<file path="src/rtl/pht_update_writer_pkg.sv">
// rtl/pht_update_writer_pkg.sv - PHT write-side types, sizes and helper functions
package pht_update_writer_pkg;

  localparam int PC_WIDTH                        = 32;
  localparam int INSN_ADDR_BIT_WIDTH             = 2;
  localparam int PHT_ENTRY_NUM_BIT_WIDTH         = 10;
  localparam int PHT_ENTRY_WIDTH                 = 2;
  localparam int BRANCH_GLOBAL_HISTORY_BIT_WIDTH = 8;
  localparam int PHT_BANK_NUM_BIT_WIDTH          = 2;
  localparam int PHT_QUEUE_SIZE                  = 32;
  localparam int PHT_QUEUE_SIZE_BIT_WIDTH        = $clog2(PHT_QUEUE_SIZE);

  typedef logic [PC_WIDTH-1:0]                        PC_Path;
  typedef logic [BRANCH_GLOBAL_HISTORY_BIT_WIDTH-1:0] BranchGlobalHistoryPath;
  typedef logic [PHT_ENTRY_NUM_BIT_WIDTH-1:0]         PHT_IndexPath;
  typedef logic [PHT_ENTRY_WIDTH-1:0]                 PHT_EntryPath;
  typedef logic [PHT_QUEUE_SIZE_BIT_WIDTH-1:0]        PhtQueuePointerPath;

  localparam PHT_EntryPath PHT_ENTRY_MAX = '1;

  typedef struct packed {
    logic                   valid;
    logic                   isCondBr;
    PC_Path                 brAddr;
    BranchGlobalHistoryPath globalHistory;
    PHT_EntryPath           phtPrevValue;
    logic                   execTaken;
  } BranchResult;

  typedef struct packed {
    PHT_IndexPath idx;
    PHT_EntryPath value;
  } PhtWriteEntry;

  // Banks are interleaved on the low index bits
  function automatic logic IsBankConflict(PHT_IndexPath a, PHT_IndexPath b);
    return a[PHT_BANK_NUM_BIT_WIDTH-1:0] == b[PHT_BANK_NUM_BIT_WIDTH-1:0];
  endfunction

  // gshare index: word address bits XOR history (history zero-extended/truncated by the cast)
  function automatic PHT_IndexPath ToPHT_Index(PC_Path addr, BranchGlobalHistoryPath hist);
    PHT_IndexPath histIdx;
    histIdx = PHT_IndexPath'(hist);
    return addr[INSN_ADDR_BIT_WIDTH +: PHT_ENTRY_NUM_BIT_WIDTH] ^ histIdx;
  endfunction

  // 2-bit saturating counter step
  function automatic PHT_EntryPath UpdatePHT_Counter(PHT_EntryPath prev, logic taken);
    PHT_EntryPath next;
    if (taken) next = (prev == PHT_ENTRY_MAX) ? prev : prev + PHT_EntryPath'(1);
    else       next = (prev == '0)            ? prev : prev - PHT_EntryPath'(1);
    return next;
  endfunction

endpackage

</file>
<file path="src/rtl/pht_update_writer_fifo.sv">
// rtl/pht_update_writer_fifo.sv - count-tracked circular FIFO of PhtWriteEntry (module pht_write_fifo)
module pht_write_fifo
  import pht_update_writer_pkg::*;
#(
  parameter int DEPTH = PHT_QUEUE_SIZE
) (
  input  logic                   clk,
  input  logic                   rst_n,
  input  logic                   push,
  input  PhtWriteEntry           pushData,
  input  logic                   pop,
  output PhtWriteEntry           headData,
  output logic [$clog2(DEPTH):0] count,
  output logic                   full,
  output logic                   empty
);

  localparam int PTR_W = $clog2(DEPTH);
  localparam int CNT_W = PTR_W + 1;
  localparam logic [CNT_W-1:0] FULL_COUNT = CNT_W'(DEPTH);

  PhtWriteEntry     mem [DEPTH];
  logic [PTR_W-1:0] headPtr;
  logic [PTR_W-1:0] tailPtr;
  logic             doPush;
  logic             doPop;

  // A push into a full FIFO is only accepted when a pop frees a slot the same cycle
  assign empty    = (count == '0);
  assign full     = (count == FULL_COUNT);
  assign doPop    = pop & ~empty;
  assign doPush   = push & (~full | doPop);
  assign headData = mem[headPtr];

  // Storage array; contents are meaningless while count says empty
  always_ff @(posedge clk) begin
    if (doPush) mem[tailPtr] <= pushData;
  end

  // Pointers wrap naturally; full/empty come from count alone
  always_ff @(posedge clk or negedge rst_n) begin
    if (!rst_n) begin
      headPtr <= '0;
      tailPtr <= '0;
      count   <= '0;
    end else begin
      if (doPush) tailPtr <= tailPtr + 1'b1;
      if (doPop)  headPtr <= headPtr + 1'b1;
      if (doPush & ~doPop)      count <= count + 1'b1;
      else if (doPop & ~doPush) count <= count - 1'b1;
    end
  end

endmodule

</file>
<file path="src/rtl/pht_update_writer.sv">
// rtl/pht_update_writer.sv - gshare PHT write side (optional same-cycle bypass: RSD_PHT_UPDATE_BYPASS_EN)
module pht_update_writer
  import pht_update_writer_pkg::*;
#(
  parameter int QUEUE_SIZE     = PHT_QUEUE_SIZE,  // power of 2
  parameter int DROP_CNT_WIDTH = 16
) (
  input  logic                        clk,
  input  logic                        rst_n,
  input  BranchResult                 brResult,
  input  logic                        rdValid,
  input  PHT_IndexPath                rdIdx,
  output logic                        phtWE,
  output PHT_IndexPath                phtWIdx,
  output PHT_EntryPath                phtWValue,
  output logic [$clog2(QUEUE_SIZE):0] queueCount,
  output logic                        queueFull,
  output logic [DROP_CNT_WIDTH-1:0]   dropCount
);

  logic         upd;
  PhtWriteEntry incoming;
  PhtWriteEntry head;
  logic         qEmpty;
  logic         canWrite;
  logic         bypass;
  logic         push;
  logic         drop;

  assign upd            = brResult.valid & brResult.isCondBr;
  assign incoming.idx   = ToPHT_Index(brResult.brAddr, brResult.globalHistory);
  assign incoming.value = UpdatePHT_Counter(brResult.phtPrevValue, brResult.execTaken);

  // Head drains unless the fetch side is reading the same bank this cycle
  assign canWrite = ~qEmpty & ~(rdValid & IsBankConflict(head.idx, rdIdx));

`ifdef RSD_PHT_UPDATE_BYPASS_EN
  // Only from an empty queue, so FIFO ordering is never violated
  assign bypass = rst_n & qEmpty & upd & ~(rdValid & IsBankConflict(incoming.idx, rdIdx));
`else
  assign bypass = 1'b0;
`endif

  assign push  = upd & ~bypass;
  assign drop  = upd & queueFull & ~canWrite;
  assign phtWE = canWrite | bypass;

  pht_write_fifo #(
    .DEPTH(QUEUE_SIZE)
  ) fifo (
    .clk     (clk),
    .rst_n   (rst_n),
    .push    (push),
    .pushData(incoming),
    .pop     (canWrite),
    .headData(head),
    .count   (queueCount),
    .full    (queueFull),
    .empty   (qEmpty)
  );

  // Write-port data: bypassed update, else the head, else zero so reset/idle shows 0
  always_comb begin
    phtWIdx   = '0;
    phtWValue = '0;
    if (bypass) begin
      phtWIdx   = incoming.idx;
      phtWValue = incoming.value;
    end else if (!qEmpty) begin
      phtWIdx   = head.idx;
      phtWValue = head.value;
    end
  end

  // Saturating count of updates lost to a full queue
  always_ff @(posedge clk or negedge rst_n) begin
    if (!rst_n)                     dropCount <= '0;
    else if (drop && ~&dropCount)   dropCount <= dropCount + 1'b1;
  end

endmodule

</file>
<file path="config.mk">
export PLATFORM = sky130hd
export DESIGN_NAME = pht_update_writer
export DESIGN_NICKNAME = d
export VERILOG_FILES = /design/src/rtl/pht_update_writer_pkg.sv /design/src/rtl/pht_update_writer_fifo.sv /design/src/rtl/pht_update_writer.sv
export SDC_FILE = /design/constraint.sdc
export NUM_CORES = 1
export LEC_CHECK = 0
export CAP_MARGIN = 20
export CELL_PAD_IN_SITES_DETAIL_PLACEMENT = 2
export CELL_PAD_IN_SITES_GLOBAL_PLACEMENT = 2
export CORE_UTILIZATION = 42
export DETAILED_ROUTE_END_ITERATION = 12
export PLACE_DENSITY = 0.8
export SYNTH_ARGS = -nofsm -noshare
export SYNTH_HDL_FRONTEND = slang
export SYNTH_HIERARCHICAL = 1
export SYNTH_SLANG_ARGS = --single-unit
</file>
<file path="constraint.sdc">
create_clock -name clk -period 3.85 [get_ports clk]
set_clock_uncertainty 0.15 [all_clocks]
set_input_delay 0.9625 -clock clk [delete_from_list [all_inputs] [get_ports clk]]
set_output_delay 0.9625 -clock clk [all_outputs]
set_load 0.01 [all_outputs]
</file>
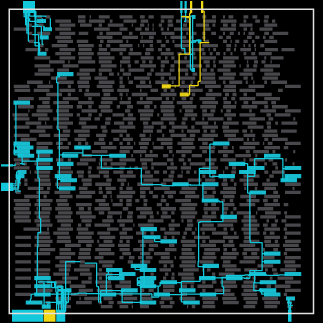
**Above:** nets reached from selected ports.
Drawn at 1.5 px/µm.
legend:
  brResult:
    colour: cyan
    direction: input
    edge: 30 south, 10 north, 5 west
    end_cells: 78
    buffers: 25
    wire: 1920 µm
  rdIdx:
    colour: yellow
    direction: input
    edge: 8 south, 2 north
    end_cells: 2
    buffers: 2
    wire: 150 µm
number of buffer cells added on primary ports: 63
number of top-level pins: 94

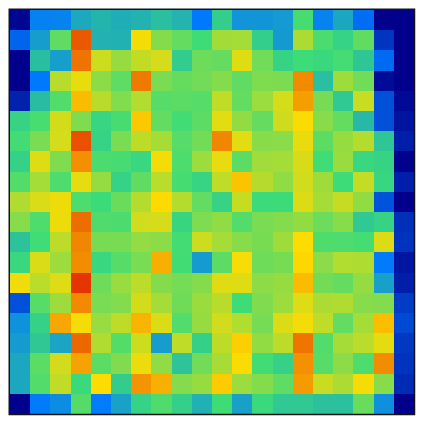
**Above:** cell density map.
Drawn at 2 px/µm. 20 x 20 tiles, from dark blue (low) to red (high), 0 to 100% covered.
emptiest ninth of the die: north-east
tiles over 75% full: 8.3%
mean over tiles: 54%
fullest tile: 94%
nearly empty tiles: 3.0%
Std-Cell Core Area: 39000 µm²
post-layout util: 0.581
FP Core Util: 0.430

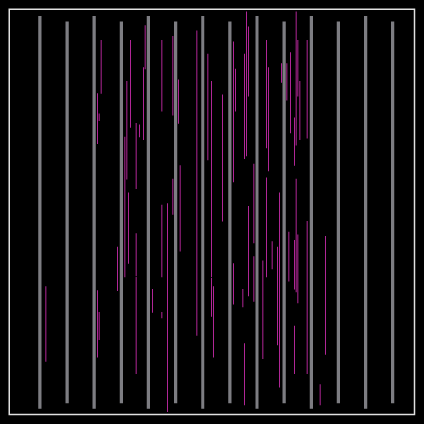
**Above:** met4 routing.
Drawn at 2 px/µm. Supply wires on this layer in grey.
share of all routed wire: 3.8%
wire length on this layer: 2610 µm
nets with wire on the layer: 56
longest straight run: 152 µm
post-detailed-routing wire length: 69.6 mm
via total after detailed routing: 10900

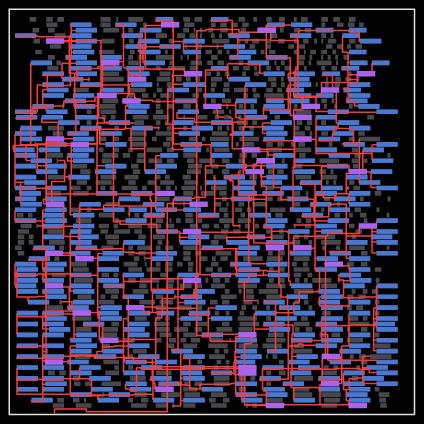
**Above:** clock distribution.
Drawn at 2 px/µm.
legend:
  clock wires:
    colour: red
    length: 6890 µm
  flip-flops:
    colour: blue
    count: 416
  clock-net drivers:
    colour: purple
    count: 44
flops lie: all over the die

==> Slide: Implementation Results <==
Run Summary

Routing
  – Number of vias per cell after detailed routing: between 6 and 7
  – Drt drc: 0
  – DRT iter0 DRCs: about 1400
  – Routed length per placed instance: slightly above 40 µm
  – Router iterations before antenna repair: 7

Yosys
  – Syn Nets: roughly 950
  – Fraction of the yosys area taken by sequential cells: 0.735
  – Synth Instances: slightly below 900
  – Commonest flop: sky130_fd_sc_hd__edfxtp_1
  – Mean instance size in the synthesized netlist: 19.2 µm²
  – Total of warnings raised by yosys: 6
  – Post-synth top cells: sky130_fd_sc_hd__edfxtp_1 (384), sky130_fd_sc_hd__mux4_2 (68), sky130_fd_sc_hd__mux2i_1 (49), sky130_fd_sc_hd__nor2_1 (42), sky130_fd_sc_hd__dfrtp_1 (32)

GRT
  – Pin count of the biggest net entering global routing: 33
  – Vias in the first global route: around 11000
  – Overall track demand over capacity in global routing: 0.324
  – Total congestion overflow: 0
  – Global-route wire length before repair: approximately 92 mm

Worst setup path
  – CP max-delay cell: sky130_fd_sc_hd__mux4_2
  – Maximum fanout along the worst path: 4
  – Endpoint required time on the critical path: ~4.2 ns
  – Stage delay of the slowest cell on the critical path: approximately 0.54 ns
  – CP Cell Sequence: buf_12 -> mux4_2 -> a22o_4 -> a2111oi_4 -> buf_4 -> a21oi_4 -> xor2_2 -> nor2_2 -> a21oi_2 -> o41a_1 -> ha_4 -> fa_2 -> nor2b_2 -> o21ai_2 -> nor3b_4 -> o31ai_4
  – Crit path kind: reg2reg
  – Launching element type of the critical path: flop

Final layout
  – Leading cell category by total area: sequential cells
  – Reg with most FFs: fifo/mem
  – Buffers, non-clock: 272
  – Flip-flops: roughly 420
  – Signal buffers share of area: 0.138
  – Clock buffers and inverters, area share: 0.0604
  – Ratio of cells with drive above 1 in the final layout: 0.409
  – Max reg flops: about 380
  – Most used logic cell in the final layout: sky130_fd_sc_hd__edfxtp_1
  – Fraction of standard cell area that is sequential: 0.545
  – Largest registers: fifo/mem: 384 flops, dropCount: 16 flops, fifo/count: 6 flops
  – Inverters, non-clock: 12
  – Area taken by flip-flops and latches: around 12000 µm²
  – Diodes inserted: 1
  – Commonest cells after routing, fill and taps aside: sky130_fd_sc_hd__edfxtp_1 (384), sky130_fd_sc_hd__buf_4 (113), sky130_fd_sc_hd__mux4_2 (71)

Clock network
  – Clock root cell: sky130_fd_sc_hd__clkbuf_16
  – Number of clock sinks seen by CTS: around 420
  – Clock-pin slew reported for the worst setup and hold paths after clock tree synthesis: about 0.08 ns
  – TritonCTS Buffers: about 44
  – Deepest clock path buffer count: 3

Status
  – Failing checks: negative setup slack
  – Outcome: finished with violations

Timing
  – Final setup viols: ~420
  – Share of the clock period used by the worst path after layout: 1.19
  – Fin worst setup slack: -0.722 ns
  – Final count of pins violating max slew: 0
  – Worst hold margin: about 0.4 ns

Placement
  – Sum of net half-perimeters after detailed placement: between 30 and 40 mm
  – Placed insts: 1546
  – Placement-stage worst setup slack: -0.687 ns

Die
  – Vertical die dimension: 202 µm
  – Area of the die: about 40000 µm²
  – DIE WIDTH: around 200 µm

Power
  – Ratio of total power to cell area: roughly 770 nW/µm²
  – Post-layout power: 0.0173 W

Job
  – Tool warnings: between 60 and 70

Worst hold path
  – Number of cells on the worst hold path: 1
where the power goes:
part	internal (W)	leakage (nW)	total (W)	switching, W
clock network	0.00234	0.678	0.00436	0.00202
logic	0.00336	3.17	0.00741	0.00406
registers	0.00521	3.87	0.00556	0.000350
repair_timing:
action / 4_1_cts / 5_1_grt
gates resized: 256 / 56
endpoints found under the setup margin: 406 / 421
cloned: 15 / 0
pin swaps: 51 / 26
setup buffers: 39 / 23
hold buffers: 0 / 0
logic make-up after synthesis:
logic type               share of synthesized area
multiplexers                                 0.128
flip-flops                                   0.735
AND/OR/NAND/NOR                             0.0407
XOR/XNOR                                    0.0188
buffers and inverters                       0.0189
adder cells (fa/ha/maj)                     0.0113
AND-OR/OR-AND                               0.0468
final timing paths:
| kind | from | to | slack [ns] |
|---|---|---|---|
| max | fifo/headPtr[0] | fifo/count[4] | -0.72 |
| min | dropCount[8] | dropCount[8] | 0.39 |
| max reg2reg | fifo/headPtr[0] | fifo/count[4] | -0.72 |
| min reg2reg | dropCount[8] | dropCount[8] | 0.39 |
| max in group asynchronous | rst_n | fifo/headPtr[1] | 2.43 |
| min in group asynchronous | rst_n | fifo/tailPtr[3] | 0.69 |
critical path, delay by kind of cell (launching register included):
kind | cells | cell delay (ns)
buffers and inverters | 2 | 0.35
XOR/XNOR | 1 | 0.20
AND/OR/NAND/NOR | 3 | 0.49
multiplexers | 1 | 0.54
flip-flops | 1 | 0.51
adder cells (fa/ha/maj) | 2 | 0.65
AND-OR/OR-AND | 7 | 1.55
metal layers:
metal	GRT usage	vias to the layer above	share of wire
met4	0.116	0	0.038
met1	0.437	6025	0.39
li1	-	4117	-
met2	0.540	661	0.50
met5	0	-	0
met3	0.0431	145	0.072
No activity file was given, so power comes from the tool's default toggle rates.
